`config.mk`:
```
export PLATFORM = sky130hd
export DESIGN_NAME = alu_decode_stage
export DESIGN_NICKNAME = d
export VERILOG_FILES = /design/src/rtl/alu_decode_stage.sv
export SDC_FILE = /design/constraint.sdc
export NUM_CORES = 1
export LEC_CHECK = 0
export CAP_MARGIN = 20
export CORE_ASPECT_RATIO = 1.2
export CORE_MARGIN = 2
export CORE_UTILIZATION = 30
export DETAILED_ROUTE_END_ITERATION = 8
export GPL_TIMING_DRIVEN = 0
export SLEW_MARGIN = 20
export SYNTH_ARGS = -nofsm -noshare
export SYNTH_HDL_FRONTEND = slang
export SYNTH_SLANG_ARGS = --single-unit
export TNS_END_PERCENT = 10
```
`constraint.sdc`:
```
create_clock -name clk -period 2.3 [get_ports clk]
set_clock_uncertainty 0.15 [all_clocks]
set_input_delay 0.575 -clock clk [delete_from_list [all_inputs] [get_ports clk]]
set_output_delay 0.575 -clock clk [all_outputs]
set_load 0.02 [all_outputs]
```
`src/rtl/alu_decode_stage.sv`:
```
// Decode stage for RV32I integer-ALU instructions (R-type, I-type ALU, LUI).
// It has a main output register and a one-entry skid register, so it can accept one beat per cycle behind a registered in_ready.
module alu_decode_stage #(
  parameter int XLEN = 32
) (
  input  logic            clk,
  input  logic            rst,
  input  logic            flush,
  input  logic            in_valid,
  output logic            in_ready,
  input  logic [XLEN-1:0] in_instr,
  input  logic [XLEN-1:0] in_pc,
  output logic            out_valid,
  input  logic            out_ready,
  output logic [XLEN-1:0] out_pc,
  output logic [3:0]      out_alu_op,
  output logic [XLEN-1:0] out_imm,
  output logic            out_src_b_imm,
  output logic [4:0]      out_rs1,
  output logic [4:0]      out_rs2,
  output logic [4:0]      out_rd,
  output logic            out_reg_write,
  output logic            out_illegal
);

  localparam logic [3:0] ALU_ADD  = 4'd0;
  localparam logic [3:0] ALU_SUB  = 4'd1;
  localparam logic [3:0] ALU_XOR  = 4'd2;
  localparam logic [3:0] ALU_OR   = 4'd3;
  localparam logic [3:0] ALU_AND  = 4'd4;
  localparam logic [3:0] ALU_SLL  = 4'd5;
  localparam logic [3:0] ALU_SRL  = 4'd6;
  localparam logic [3:0] ALU_SRA  = 4'd7;
  localparam logic [3:0] ALU_SLT  = 4'd8;
  localparam logic [3:0] ALU_SLTU = 4'd9;

  localparam logic [6:0] OPC_R   = 7'b0110011;
  localparam logic [6:0] OPC_I   = 7'b0010011;
  localparam logic [6:0] OPC_LUI = 7'b0110111;

  typedef struct packed {
    logic [XLEN-1:0] pc;
    logic [3:0]      alu_op;
    logic [XLEN-1:0] imm;
    logic            src_b_imm;
    logic [4:0]      rs1;
    logic [4:0]      rs2;
    logic [4:0]      rd;
    logic            reg_write;
    logic            illegal;
  } beat_t;

  // funct7 = 0 mapping, which R-type and I-type share
  function automatic logic [3:0] base_op(input logic [2:0] f3);
    logic [3:0] op;
    case (f3)
      3'b000:  op = ALU_ADD;
      3'b001:  op = ALU_SLL;
      3'b010:  op = ALU_SLT;
      3'b011:  op = ALU_SLTU;
      3'b100:  op = ALU_XOR;
      3'b101:  op = ALU_SRL;
      3'b110:  op = ALU_OR;
      default: op = ALU_AND;
    endcase
    return op;
  endfunction

  logic [6:0] opcode;
  logic [2:0] funct3;
  logic [6:0] funct7;
  logic [4:0] f_rs1;
  logic [4:0] f_rs2;
  logic [4:0] f_rd;

  assign opcode = in_instr[6:0];
  assign f_rd   = in_instr[11:7];
  assign funct3 = in_instr[14:12];
  assign f_rs1  = in_instr[19:15];
  assign f_rs2  = in_instr[24:20];
  assign funct7 = in_instr[31:25];

  beat_t dec_next;
  logic  legal;

  always_comb begin
    dec_next    = '0;
    legal       = 1'b0;
    dec_next.pc = in_pc;
    case (opcode)
      OPC_R: begin
        dec_next.rs1 = f_rs1;
        dec_next.rs2 = f_rs2;
        dec_next.rd  = f_rd;
        if (funct7 == 7'h00) begin
          legal           = 1'b1;
          dec_next.alu_op = base_op(funct3);
        end else if (funct7 == 7'h20 && funct3 == 3'b000) begin
          legal           = 1'b1;
          dec_next.alu_op = ALU_SUB;
        end else if (funct7 == 7'h20 && funct3 == 3'b101) begin
          legal           = 1'b1;
          dec_next.alu_op = ALU_SRA;
        end
      end
      OPC_I: begin
        dec_next.rs1       = f_rs1;
        dec_next.rd        = f_rd;
        dec_next.src_b_imm = 1'b1;
        case (funct3)
          3'b001: begin
            legal           = (funct7 == 7'h00);
            dec_next.alu_op = ALU_SLL;
            dec_next.imm    = {{(XLEN-5){1'b0}}, in_instr[24:20]};
          end
          3'b101: begin
            legal           = (funct7 == 7'h00) || (funct7 == 7'h20);
            dec_next.alu_op = funct7[5] ? ALU_SRA : ALU_SRL;
            dec_next.imm    = {{(XLEN-5){1'b0}}, in_instr[24:20]};
          end
          default: begin
            legal           = 1'b1;
            dec_next.alu_op = base_op(funct3);
            dec_next.imm    = {{(XLEN-12){in_instr[31]}}, in_instr[31:20]};
          end
        endcase
      end
      OPC_LUI: begin
        legal              = 1'b1;
        dec_next.alu_op    = ALU_ADD;
        dec_next.rd        = f_rd;
        dec_next.src_b_imm = 1'b1;
        dec_next.imm       = {in_instr[31:12], 12'h000};
      end
      default: legal = 1'b0;
    endcase

    // Illegal beats still carry their PC so execute can raise the trap
    if (!legal) begin
      dec_next         = '0;
      dec_next.pc      = in_pc;
      dec_next.illegal = 1'b1;
    end else begin
      dec_next.reg_write = (f_rd != 5'd0);
    end
  end

  beat_t main_reg;
  beat_t skid_reg;
  logic  main_valid_reg;
  logic  skid_valid_reg;
  logic  accept;
  logic  drain;

  assign in_ready = ~skid_valid_reg;
  assign accept   = in_valid & in_ready;
  assign drain    = main_valid_reg & out_ready;

  always_ff @(posedge clk) begin
    if (rst) begin
      main_reg       <= '0;
      skid_reg       <= '0;
      main_valid_reg <= 1'b0;
      skid_valid_reg <= 1'b0;
    end else if (flush) begin
      main_valid_reg <= 1'b0;
      skid_valid_reg <= 1'b0;
    end else if (!main_valid_reg || drain) begin
      // The skid always holds the older beat, and in_ready is low while it is full
      if (skid_valid_reg) begin
        main_reg       <= skid_reg;
        main_valid_reg <= 1'b1;
        skid_valid_reg <= 1'b0;
      end else if (accept) begin
        main_reg       <= dec_next;
        main_valid_reg <= 1'b1;
      end else begin
        main_valid_reg <= 1'b0;
      end
    end else if (accept) begin
      skid_reg       <= dec_next;
      skid_valid_reg <= 1'b1;
    end
  end

  assign out_valid     = main_valid_reg;
  assign out_pc        = main_reg.pc;
  assign out_alu_op    = main_reg.alu_op;
  assign out_imm       = main_reg.imm;
  assign out_src_b_imm = main_reg.src_b_imm;
  assign out_rs1       = main_reg.rs1;
  assign out_rs2       = main_reg.rs2;
  assign out_rd        = main_reg.rd;
  assign out_reg_write = main_reg.reg_write;
  assign out_illegal   = main_reg.illegal;

endmodule

```
==> run_1/drive_strength.png <==
Scale bar: 50 µm.
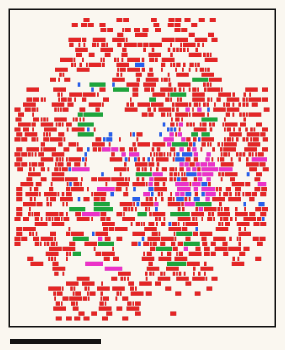
drive 3 to 4: marked magenta, cells 55. drive 1 or less: marked red, cells 895. drive 6 and up: marked green, cells 27. drive 2: marked blue, cells 53.

==> run_1/metal_stack.png <==
Scale bar: 50 µm.
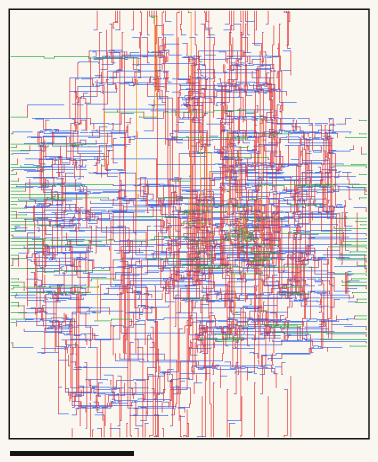
met3: marked green, wire length 1660 µm. met1: marked blue, wire length 10500 µm. met2: marked red, wire length 11400 µm. met4: marked orange, wire length 608 µm.

==> run_1/final_placement.png <==
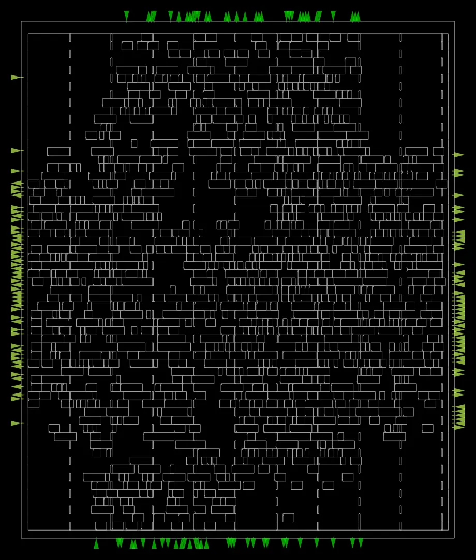
Final Util: 43.7%
flip-flops: 174
Seq/total area: 34.3%
Core Box Area: 23300 µm²

==> run notes, run 1 <==
impl run done, here's what came out: Adder Area Share=0%, XOR/XNOR Area Share=0%, number of port buffers=155, MI comb area=3610 µm², Post-synth EDFFs=0, Seq share, synth=48.9%, M1 WL=10500 µm, hold slack=0.302 ns, Logic Gate Count=576, postcts setup bufs=9, logic gate share of total power=11.6%, comb pwr=0.813 mW, Slew Limit Fails=0, Clock-cell share=6.12%, worst hold stages=2, number of distinct library cells after synthesis=56, Peak VDD IR=0.514 mV, most common flop cell mapped by yosys=dfxtp_1, met3 routed WL=1660 µm, Top Layer Used=met4, CLK BUF=21, wire length on met2=11400 µm, Critical path origin=in_instr[3], pin count of the biggest net entering global routing=17, Critical Path, Cell by Cell=clkdlybuf4s50_1 -> nand3b_1 -> or3_1 -> clkbuf_4 -> o32ai_2 -> nand4_1 -> a211oi_1, first-pass GRT wire length=37300 µm, post-route cell area=10200 µm², Tap Count=315, worst path bufs/invs=2, met2 Usage GRT=30.8%, DRC=0, number of global-route vias before repair=6557, Critical Path AT=2.56 ns, crit-path leading delay family=simple AND/OR/NAND/NOR gates, PwrDens=692 nW/µm², Sw Ratio=24.4%, post-DR vias/cell=5.14, Top cells excl fill/tap=dfxtp_1, clkdlybuf4s50_1, nand2_1, nor2_1, a21oi_1, R2R depth=7, hold_sp=skid_reg[25], Area Growth Syn to Fin=42.7%, Int Pwr=5.31 mW, NetSw=1.71 mW, top post-synthesis cells by area=dfxtp_1, nand2_1, a211oi_1, drt wl/cell=17.9 µm, Reg power frac=44.6%, Antenna Cells=0, number of logged tool warnings=29, crit path max fanout=6, buffering overhead=20.1%, Reg2Reg Setup Slack=0.23 ns, Final setup viols=16, Final nets=1087, failing checks=negative setup slack, Largest register FFs=86, worst min path class=reg -> reg, Mapped Cells=825, TNS Setup=-0.320 ns, Tcrit/Tclk final=103%, clk sinks=174, H-tree Lvls=4, worst setup margin=-0.0723 ns, outcome=finished, violations left, DRT Wirelength=24100 µm, Inverters, non-clock=4, gr usage total=19.3%, CTS buffer count=17, grt total ovfl=0, fillcell total=2320, Seq. cell area=3480 µm², Post-DP HPWL=17300 µm, r2r endpoint=out_imm[10], fp util=30.6%, syn_nets=894, clk pwr=3.08 mW, Post-Layout Cell Count=1345, Die W=145 µm, initial antenna violation count=0, largest class=multi-input combinational cells, ys flops=174, Vias=6912, Late-Pin Clk Latency=0.43 ns, CP Depth=7, Clk pwr share=43.8%, Final Hold Viols=0, layout cell share with drive strength beyond 1=13.1%, Startpoint Class=input pin, full die area=25000 µm², kind of critical path=in -> reg
==> inputs of run 2 (changes only) <==
Settings changed: GPL_ROUTABILITY_DRIVEN from default to 0.
==> run 2 against run 1 <==
The run still ends with negative setup slack left; non-clock buffer count did not move; global-route usage is the same; count of clock-buffer cells in the layout is the same; sequential power is essentially flat; cell area is the same; clock power about the same; worst setup slack is the same; core utilization stayed put; total power stayed put; highest routed layer unchanged.
==> run notes, run 2 <==
impl run done, here's what came out: post-DR vias/cell=5.14 (unchanged), ys cells=825, Critical Path, Cell by Cell=clkdlybuf4s50_1 -> nand3b_1 -> or3_1 -> clkbuf_4 -> o32ai_2 -> nand4_1 -> a211oi_1, kind of critical path=in -> reg, Peak VDD IR=0.514 mV (unchanged), MaxCap Viol Count=0, worst hold stages=2 (unchanged), Mapped Cells=825 (unchanged), number of global-route vias before repair=6557 (unchanged), DRT Wirelength=24100 µm (unchanged), hold slack=0.302 ns (unchanged), met2 Usage GRT=30.8% (unchanged), Seq/total area=34.3% (unchanged), failing checks=negative setup slack, Critical path origin=in_instr[3], XOR/XNOR Area Share=0% (unchanged), CP Depth=7 (unchanged), clk sinks=174 (unchanged), number of distinct library cells after synthesis=56 (unchanged), Post-synth EDFFs=0 (unchanged), initial antenna violation count=0 (unchanged), Reg power frac=44.6% (about the same), met3 routed WL=1660 µm (unchanged), number of port buffers=155 (unchanged), DRC=0 (unchanged), Area Growth Syn to Fin=42.7% (unchanged), M1 WL=10500 µm (unchanged), gr usage total=19.3% (unchanged), CTS buffer count=17 (unchanged), outcome=finished, violations left, Startpoint Class=input pin, Yosys top cell by area=dfxtp_1, Critical Path AT=2.56 ns (about the same), Antenna Cells=0 (unchanged), NetSw=1.71 mW (unchanged), hold_sp=skid_reg[25], pin count of the biggest net entering global routing=17 (unchanged), worst path bufs/invs=2 (unchanged), grt total ovfl=0 (unchanged), fillcell total=2320 (unchanged), Final setup viols=16 (unchanged), layout cell share with drive strength beyond 1=13.1% (unchanged), wire length on met2=11400 µm (unchanged), Int Pwr=5.31 mW (unchanged), postcts setup bufs=9 (unchanged), R2R depth=7 (unchanged), top post-synthesis cells by area=dfxtp_1, nand2_1, a211oi_1, Top cells excl fill/tap=dfxtp_1, clkdlybuf4s50_1, nand2_1, nor2_1, a21oi_1, Final nets=1087 (unchanged), Logic Gate Count=576 (unchanged), full die area=25000 µm² (unchanged), drt wl/cell=17.9 µm (unchanged), comb pwr=0.813 mW (about the same), worst setup margin=-0.0723 ns (unchanged), Reg2Reg Setup Slack=0.23 ns (about the same), Largest register FFs=86 (unchanged), crit path max fanout=6 (unchanged), TNS Setup=-0.320 ns (unchanged), H-tree Lvls=4 (unchanged), clk pwr=3.08 mW (about the same), Post-DP HPWL=17300 µm (unchanged), Tap Count=315 (unchanged), capture point of the worst path=out_alu_op[2], flip-flops=174 (unchanged), Post-Layout Cell Count=1345 (unchanged), r2r endpoint=out_imm[10], largest class=multi-input combinational cells, Top Layer Used=met4, Core Box Area=23300 µm² (unchanged), Slew Limit Fails=0 (unchanged), Adder Area Share=0% (unchanged), CTS Hold Bufs=0, syn_nets=894 (unchanged), first-pass GRT wire length=37300 µm (unchanged), Final Util=43.7% (unchanged), most common flop cell mapped by yosys=dfxtp_1, logic gate share of total power=11.6% (about the same), Detailed Routing Iterations Pass 1=5, Inverters, non-clock=4 (unchanged), Late-Pin Clk Latency=0.43 ns (about the same), Clock-cell share=6.12% (unchanged), ys flops=174 (unchanged), crit-path leading delay family=simple AND/OR/NAND/NOR gates, Die W=145 µm (unchanged), number of logged tool warnings=29 (unchanged)
==> run_2/met4.png <==
Supply wires on this layer in gray.
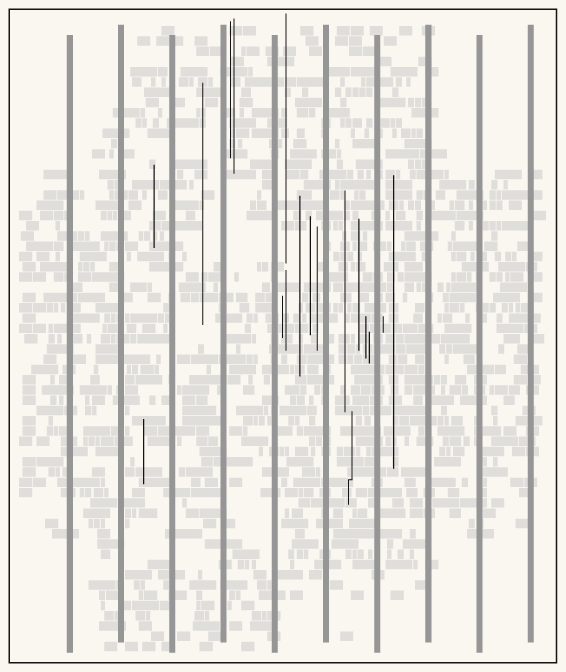
The longest straight run is 77.5 µm. The wires run mostly vertical.

==> run_2/metal_stack.png <==
Scale bar: 50 µm.
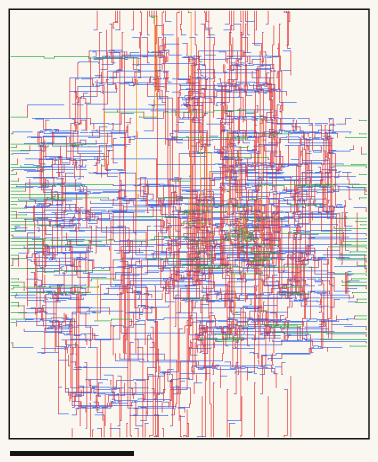
met1: marked blue, wire length 10500 µm. met3: marked green, wire length 1660 µm. met4: marked orange, wire length 608 µm. met2: marked red, wire length 11400 µm.

==> inputs of run 3 (changes only) <==
Settings changed: CORE_ASPECT_RATIO 1.2 to 1.1.
==> run 3 against run 2 <==
The flow now finishes without violations; sequential power barely moved; first-iteration DRC count rose by 15%; area after synthesis did not move.
==> run notes, run 3 <==
impl run done, here's what came out: drt wl/cell=17.8 µm (-0.58%), Critical Path, Cell by Cell=dlygate4sd2_1 -> buf_6 -> nor2b_1 -> o31a_1 -> o32a_4 -> and4_4 -> buf_8 -> a2111oi_4, flip-flops=174 (unchanged), Peak VDD IR=0.463 mV (-9.9%), hold_sp=skid_reg[25], fillcell total=2413 (+4.0%), Antenna Cells=0 (unchanged), Logic Gate Count=576 (unchanged), Late-Pin Clk Latency=0.43 ns (about the same), Int Pwr=4.90 mW (-7.8%), grt total ovfl=0 (unchanged), CTS buffer count=17 (unchanged), Die W=151 µm (+4.3%), Tap Count=305 (-3.2%), Final nets=1086 (-0.092%), met3 routed WL=1590 µm (-4.1%), worst hold stages=2 (unchanged), crit path max fanout=10 (+4), DRC=0 (unchanged), top post-synthesis cells by area=dfxtp_1, nand2_1, a211oi_1, number of logged tool warnings=29 (unchanged), NetSw=1.78 mW (+4.0%), Final Util=43.1% (-0.52 points), H-tree Lvls=4 (unchanged), Mapped Cells=825 (unchanged), outcome=complete, no violations, logic gate share of total power=12.1% (+0.5 points), TNS Setup=0 ns (+0.320 ns), Area Growth Syn to Fin=42.2%, first-pass GRT wire length=35900 µm (-3.7%), ys flops=174 (unchanged), Clock-cell share=5.47% (-0.65 points), most common flop cell mapped by yosys=dfxtp_1, DRT Wirelength=23800 µm (-1.3%), Critical Path AT=2.46 ns (-0.10 ns), clk pwr=2.74 mW (-11%), number of distinct library cells after synthesis=56 (unchanged), layout cell share with drive strength beyond 1=13.4% (+0.29 points), met2 Usage GRT=31.6% (+0.77 points), syn_nets=894 (unchanged), post-DR vias/cell=5.16 (+0.50%), postcts setup bufs=6 (-3), Top cells excl fill/tap=dfxtp_1, clkdlybuf4s50_1, nand2_1, nor2_1, a21oi_1, initial antenna violation count=0 (unchanged), largest class=multi-input combinational cells, Post-Layout Cell Count=1335 (-0.74%), worst setup margin=0.0239 ns (+0.0962 ns), ys cells=825 (unchanged), CTS Hold Bufs=0 (unchanged), Reg2Reg Setup Slack=0.15 ns (-0.08 ns), gr usage total=18.8% (-0.49 points), number of port buffers=155 (unchanged), Reg power frac=46.9% (+2.3 points), Top Layer Used=met4, R2R depth=5 (-2), Largest register FFs=86 (unchanged), crit-path leading delay family=AND-OR/OR-AND gates, Core Box Area=23500 µm² (+0.84%), Final setup viols=0 (-16), M1 WL=10300 µm (-1.4%)
==> run_3/metal_stack.png <==
Scale bar: 50 µm.
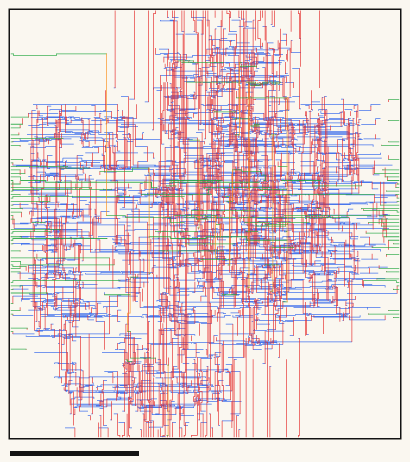
met1: marked blue, wire length 10300 µm. met2: marked red, wire length 11400 µm. met3: marked green, wire length 1590 µm. met4: marked orange, wire length 493 µm.

==> run_3/met3.png <==
Scale bar: 50 µm.
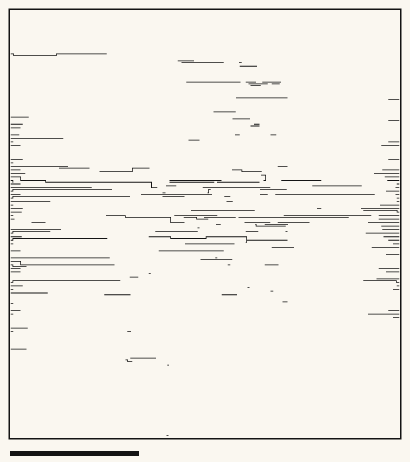
The longest straight run is 45.1 µm. 136 nets have wire on it. The layer carries 1590 µm of wire. The layer holds 6.7% of the routed length. The wires run mostly horizontal.

Power and IR drop assume default switching activity.
